--- src/rtl/alu_stream_pipe_if.sv ---
`default_nettype none
// ============================================================================
//  Module      : alu_stream_pipe_if
//  Description : Stream bundle for alu_stream_pipe. It carries the command
//                input stream, the result output stream and the two FIFO
//                occupancy outputs.
//                  in_data   {op[2:0], b, a}, a in LSBs
//                  in_valid  command present
//                  in_ready  block can accept a command
//                  out_data  {err, result}, zero while out_valid=0
//                  out_valid result present
//                  out_ready consumer accepts the result
//                  in_level  input FIFO occupancy
//                  out_level output FIFO occupancy
//                Modports: master = producer/consumer side, slave = block.
//  Revision    : 1.0 - initial release
// ============================================================================
interface alu_stream_pipe_if #(
  parameter int DATA_W    = 4,
  parameter int IN_DEPTH  = 8,
  parameter int OUT_DEPTH = 8
);
  localparam int RES_W = 2 * DATA_W;

  logic [2*DATA_W+2:0]         in_data;
  logic                        in_valid;
  logic                        in_ready;
  logic [RES_W:0]              out_data;
  logic                        out_valid;
  logic                        out_ready;
  logic [$clog2(IN_DEPTH):0]   in_level;
  logic [$clog2(OUT_DEPTH):0]  out_level;

  modport master (
    output in_data, in_valid, out_ready,
    input  in_ready, out_data, out_valid, in_level, out_level
  );

  modport slave (
    input  in_data, in_valid, out_ready,
    output in_ready, out_data, out_valid, in_level, out_level
  );
endinterface
`default_nettype wire

--- src/rtl/alu_stream_pipe.sv ---
`default_nettype none
// ============================================================================
//  Module      : alu_stream_pipe
//  Description : Streaming ALU. Commands {op, b, a} are buffered in an input
//                FIFO, executed in one registered ALU stage, and the
//                {err, result} words are buffered in an output FIFO. Full
//                backpressure on both streams, results in command order,
//                one operation per cycle sustained.
//  Ports       : clk     - single clock, rising edge
//                reset   - asynchronous, active-low reset
//                bus     - alu_stream_pipe_if.slave (in/out streams, levels)
//  Options     : ALU_LOGIC_OPS_EN - when defined, ops 4-7 perform and/or/
//                xor/shift-left; otherwise they return result=0, err=1.
//  Revision    : 1.0 - initial release
// ============================================================================
module alu_stream_pipe #(
  parameter int DATA_W    = 4,
  parameter int IN_DEPTH  = 8,
  parameter int OUT_DEPTH = 8
) (
  input  wire logic          clk,
  input  wire logic          reset,
  alu_stream_pipe_if.slave   bus
);

  localparam int RES_W  = 2 * DATA_W;
  localparam int CMD_W  = 2 * DATA_W + 3;
  localparam int OUT_W  = RES_W + 1;
  localparam int IN_AW  = $clog2(IN_DEPTH);
  localparam int OUT_AW = $clog2(OUT_DEPTH);

  localparam logic [IN_AW:0]  IN_FULL_LVL  = (IN_AW+1)'(IN_DEPTH);
  localparam logic [OUT_AW:0] OUT_FULL_LVL = (OUT_AW+1)'(OUT_DEPTH);

  // --------------------------------------------------------------------------
  // State
  // --------------------------------------------------------------------------
  logic [CMD_W-1:0]  in_mem_q  [IN_DEPTH];
  logic [IN_AW-1:0]  in_wr_ptr_q, in_wr_ptr_d;
  logic [IN_AW-1:0]  in_rd_ptr_q, in_rd_ptr_d;
  logic [IN_AW:0]    in_level_q,  in_level_d;

  logic              stage_valid_q, stage_valid_d;
  logic [OUT_W-1:0]  stage_data_q,  stage_data_d;

  logic [OUT_W-1:0]  out_mem_q [OUT_DEPTH];
  logic [OUT_AW-1:0] out_wr_ptr_q, out_wr_ptr_d;
  logic [OUT_AW-1:0] out_rd_ptr_q, out_rd_ptr_d;
  logic [OUT_AW:0]   out_level_q,  out_level_d;

  // --------------------------------------------------------------------------
  // Handshake decisions (all from registered levels, no bypass paths)
  // --------------------------------------------------------------------------
  logic w_in_ready;
  logic w_in_push;
  logic w_stage_drain;
  logic w_stage_load;
  logic w_out_valid;
  logic w_out_pop;

  assign w_in_ready    = (in_level_q != IN_FULL_LVL);
  assign w_in_push     = bus.in_valid && w_in_ready;
  assign w_stage_drain = stage_valid_q && (out_level_q != OUT_FULL_LVL);
  // The stage refills on the same edge it empties, giving 1 op/cycle.
  assign w_stage_load  = (in_level_q != '0) && (!stage_valid_q || w_stage_drain);
  assign w_out_valid   = (out_level_q != '0);
  assign w_out_pop     = w_out_valid && bus.out_ready;

  // --------------------------------------------------------------------------
  // ALU on the input FIFO head
  // --------------------------------------------------------------------------
  logic [CMD_W-1:0]  w_head;
  logic [DATA_W-1:0] w_a;
  logic [DATA_W-1:0] w_b;
  logic [2:0]        w_op;
  logic [RES_W-1:0]  w_a_ext;
  logic [RES_W-1:0]  w_b_ext;
  logic [RES_W-1:0]  w_res;
  logic              w_err;

  assign w_head  = in_mem_q[in_rd_ptr_q];
  assign w_a     = w_head[DATA_W-1:0];
  assign w_b     = w_head[2*DATA_W-1:DATA_W];
  assign w_op    = w_head[CMD_W-1 -: 3];
  assign w_a_ext = RES_W'(w_a);
  assign w_b_ext = RES_W'(w_b);

`ifdef ALU_LOGIC_OPS_EN
  logic [DATA_W-1:0] w_shamt;
  assign w_shamt = DATA_W'(32'(w_b) % DATA_W);
`endif

  always_comb begin
    w_res = '0;
    w_err = 1'b0;
    case (w_op)
      3'd0: w_res = w_a_ext + w_b_ext;
      3'd1: w_res = w_a_ext - w_b_ext;
      3'd2: w_res = w_a_ext * w_b_ext;
      3'd3: begin
        if (w_b == '0) begin
          w_res = '1;
          w_err = 1'b1;
        end else begin
          w_res = w_a_ext / w_b_ext;
        end
      end
`ifdef ALU_LOGIC_OPS_EN
      3'd4:    w_res = w_a_ext & w_b_ext;
      3'd5:    w_res = w_a_ext | w_b_ext;
      3'd6:    w_res = w_a_ext ^ w_b_ext;
      default: w_res = w_a_ext << w_shamt;
`else
      default: begin
        w_res = '0;
        w_err = 1'b1;
      end
`endif
    endcase
  end

  // --------------------------------------------------------------------------
  // Next-state logic
  // --------------------------------------------------------------------------
  always_comb begin
    in_wr_ptr_d   = in_wr_ptr_q;
    in_rd_ptr_d   = in_rd_ptr_q;
    in_level_d    = in_level_q;
    stage_valid_d = stage_valid_q;
    stage_data_d  = stage_data_q;
    out_wr_ptr_d  = out_wr_ptr_q;
    out_rd_ptr_d  = out_rd_ptr_q;
    out_level_d   = out_level_q;

    // Pointers are exactly log2(depth) wide, so they wrap naturally.
    if (w_in_push)    in_wr_ptr_d = in_wr_ptr_q + IN_AW'(1);
    if (w_stage_load) in_rd_ptr_d = in_rd_ptr_q + IN_AW'(1);
    case ({w_in_push, w_stage_load})
      2'b10:   in_level_d = in_level_q + (IN_AW+1)'(1);
      2'b01:   in_level_d = in_level_q - (IN_AW+1)'(1);
      default: in_level_d = in_level_q;
    endcase

    stage_valid_d = w_stage_load || (stage_valid_q && !w_stage_drain);
    if (w_stage_load) stage_data_d = {w_err, w_res};

    if (w_stage_drain) out_wr_ptr_d = out_wr_ptr_q + OUT_AW'(1);
    if (w_out_pop)     out_rd_ptr_d = out_rd_ptr_q + OUT_AW'(1);
    case ({w_stage_drain, w_out_pop})
      2'b10:   out_level_d = out_level_q + (OUT_AW+1)'(1);
      2'b01:   out_level_d = out_level_q - (OUT_AW+1)'(1);
      default: out_level_d = out_level_q;
    endcase
  end

  // --------------------------------------------------------------------------
  // Registers
  // --------------------------------------------------------------------------
  always_ff @(posedge clk or negedge reset) begin
    if (!reset) begin
      in_wr_ptr_q   <= '0;
      in_rd_ptr_q   <= '0;
      in_level_q    <= '0;
      stage_valid_q <= 1'b0;
      stage_data_q  <= '0;
      out_wr_ptr_q  <= '0;
      out_rd_ptr_q  <= '0;
      out_level_q   <= '0;
    end else begin
      in_wr_ptr_q   <= in_wr_ptr_d;
      in_rd_ptr_q   <= in_rd_ptr_d;
      in_level_q    <= in_level_d;
      stage_valid_q <= stage_valid_d;
      stage_data_q  <= stage_data_d;
      out_wr_ptr_q  <= out_wr_ptr_d;
      out_rd_ptr_q  <= out_rd_ptr_d;
      out_level_q   <= out_level_d;
    end
  end

  // FIFO storage keeps its contents across reset; only pointers are cleared.
  always_ff @(posedge clk) begin
    if (w_in_push)     in_mem_q[in_wr_ptr_q]   <= bus.in_data;
    if (w_stage_drain) out_mem_q[out_wr_ptr_q] <= stage_data_q;
  end

  // --------------------------------------------------------------------------
  // Outputs
  // --------------------------------------------------------------------------
  assign bus.in_ready  = w_in_ready;
  assign bus.out_valid = w_out_valid;
  assign bus.out_data  = w_out_valid ? out_mem_q[out_rd_ptr_q] : '0;
  assign bus.in_level  = in_level_q;
  assign bus.out_level = out_level_q;

endmodule
`default_nettype wire

--- src/flat_wrapper.sv ---
// flat-port wrapper written by rule: the top's interface ports become plain ports
module alu_stream_pipe_flat 
#(
  parameter int DATA_W    = 4,
  parameter int IN_DEPTH  = 8,
  parameter int OUT_DEPTH = 8
)
  (clk, reset, bus_in_data, bus_in_valid, bus_out_ready, bus_in_ready, bus_out_data, bus_out_valid, bus_in_level, bus_out_level);
  alu_stream_pipe_if #(.DATA_W(DATA_W), .IN_DEPTH(IN_DEPTH), .OUT_DEPTH(OUT_DEPTH)) bus_i ();
  input  wire logic clk;
  input  wire logic reset;
  input wire logic [$bits(bus_i.in_data)-1:0] bus_in_data;
  input wire logic [$bits(bus_i.in_valid)-1:0] bus_in_valid;
  input wire logic [$bits(bus_i.out_ready)-1:0] bus_out_ready;
  output wire logic [$bits(bus_i.in_ready)-1:0] bus_in_ready;
  output wire logic [$bits(bus_i.out_data)-1:0] bus_out_data;
  output wire logic [$bits(bus_i.out_valid)-1:0] bus_out_valid;
  output wire logic [$bits(bus_i.in_level)-1:0] bus_in_level;
  output wire logic [$bits(bus_i.out_level)-1:0] bus_out_level;
  assign bus_i.in_data = bus_in_data;
  assign bus_i.in_valid = bus_in_valid;
  assign bus_i.out_ready = bus_out_ready;
  assign bus_in_ready = bus_i.in_ready;
  assign bus_out_data = bus_i.out_data;
  assign bus_out_valid = bus_i.out_valid;
  assign bus_in_level = bus_i.in_level;
  assign bus_out_level = bus_i.out_level;
  alu_stream_pipe #(.DATA_W(DATA_W), .IN_DEPTH(IN_DEPTH), .OUT_DEPTH(OUT_DEPTH)) u_core (.clk(clk), .reset(reset), .bus(bus_i));
endmodule
--- config.mk ---
export PLATFORM = sky130hd
export DESIGN_NAME = alu_stream_pipe_flat
export DESIGN_NICKNAME = d
export VERILOG_FILES = /design/src/rtl/alu_stream_pipe_if.sv /design/src/rtl/alu_stream_pipe.sv /design/src/flat_wrapper.sv
export SDC_FILE = /design/constraint.sdc
export NUM_CORES = 1
export LEC_CHECK = 0
export ABC_AREA = 0
export ABC_CLOCK_PERIOD_IN_PS = 21500
export CAP_MARGIN = 40
export CORE_MARGIN = 2
export CORE_UTILIZATION = 25
export DETAILED_ROUTE_END_ITERATION = 8
export PLACE_DENSITY_LB_ADDON = 0.15
export SETUP_SLACK_MARGIN = 0.05
export SLEW_MARGIN = 30
export SYNTH_ARGS = -nofsm -noshare
export SYNTH_HDL_FRONTEND = slang
export SYNTH_SLANG_ARGS = --single-unit
--- constraint.sdc ---
create_clock -name clk -period 21.5 [get_ports clk]
set_input_delay 2.15 -clock clk [delete_from_list [all_inputs] [get_ports clk]]
set_output_delay 2.15 -clock clk [all_outputs]
set_load 0.01 [all_outputs]
Cells coloured by class:
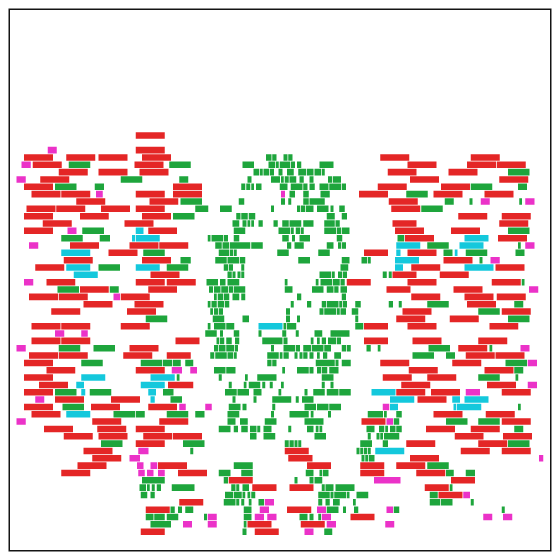
legend:
  magenta:
    class: remaining buffers and delay cells
    cells: 54
  cyan:
    class: clock drivers and dummy loads
    cells: 32
  red:
    class: registers
    cells: 190
  green:
    class: remaining logic cells
    cells: 466

Signal wires by layer:
The bar under the picture is 50 um long.
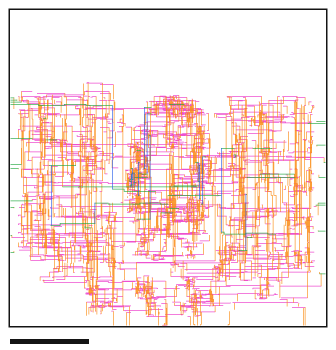
legend:
  magenta:
    layer: M1
    wire_length: 9,210 um
  green:
    layer: M3
    wire_length: 634 um
  blue:
    layer: M4
    wire_length: 428 um
  orange:
    layer: M2
    wire_length: 11,400 um
Wirelength per Cell: 17.3 um
Vias: 5,612
Global Route Usage Sum: 11.1%

Wire density map:
The bar under the picture is 50 um long. 20 x 20 tiles, from dark blue (low) to red (high), scaled to the fullest tile. Values are wire area over tile area, all layers added.
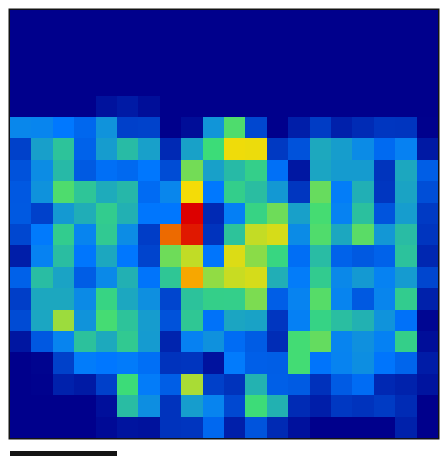
mean over tiles: 0.083
emptiest ninth of the die: north-east
densest ninth of the die: centre
tiles over half the peak: 8.5%
fullest tile: 0.40
nearly empty tiles: 30%
Routed WL: 21.6 mm

Sequential cells coloured by netlist name:
The bar under the picture is 50 um long. Other sequential cells in the stronger grey, the rest of the logic in the fainter grey.
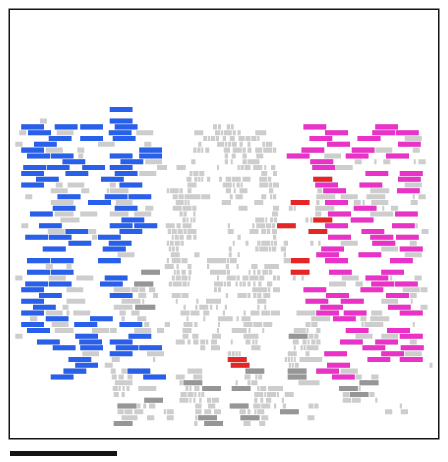
legend:
  magenta:
    name_in_the_netlist: u_core.out_mem_q
    placed_flops: 72
  blue:
    name_in_the_netlist: u_core.in_mem_q
    placed_flops: 88
  red:
    name_in_the_netlist: u_core.stage_data_q
    placed_flops: 9
Reg area: 5560 um^2
flop share of the area: 48.8%
Util after Layout: 30.2%

Congestion heat map:
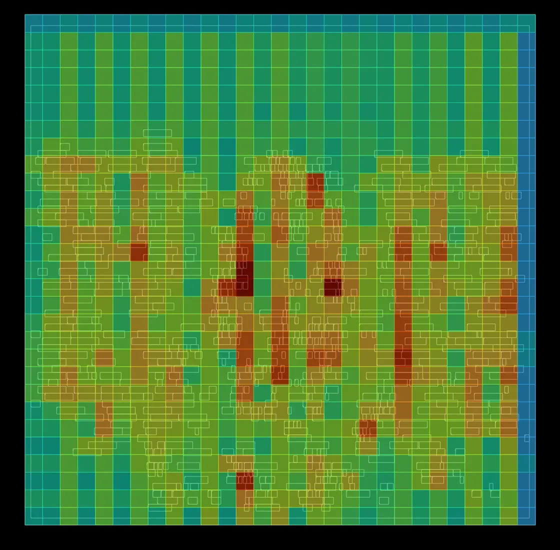
GR Util met3: 2.26%
met2 GRT Util: 20.4%
M1 GR Usage: 12.9%
gr busiest metal: met2

==> flow_summary.yaml <==
# flow metrics
global_routing:
  grt_pass1_vias: 6058
  grt_max_degree: 31
final_timing:
  post-route-period-util_pct: 56.2
  hold_slack_ns: 0.521
  finalWorstSetupSlack_ns: 9.41
  max_freq_mhz: 82.7
cells_and_area:
  mi_logic_area_um2: 3940
  nNonClkBuffers: 54
  finalNonFillerCells: 1253
  fillers: 3770
  inv_count: 35
  largest_class: "registers"
  lay_top_count: "edfxtp_1"
  finalInstanceArea_um2: 11400
min_path:
  hold_depth: 1
floorplanning:
  die_w_um: 200
  dieArea_um2: 40100
setup_path:
  path_max_fanout: 24
  endpoint: "u_core.stage_data_q[0]"
  r2r_slack_ns: 9.41
  r2r-start: "u_core.in_rd_ptr_q[0]"
route:
  drt.antenna.violating_nets: 0
yosys:
  edf_count: 160
  yosys.stat.seqShare_pct: 57.7
  yosysWarnings: 0
  top_area_cell: "edfxtp_1"
  ys_types: 58
clock_tree:
  path_clk_slew_ns: 0.07
  cts_hold_buf: 0
  htree_levels: 4
placement:
  place_ws_ns: 9.24
run_status:
  status: "completed"
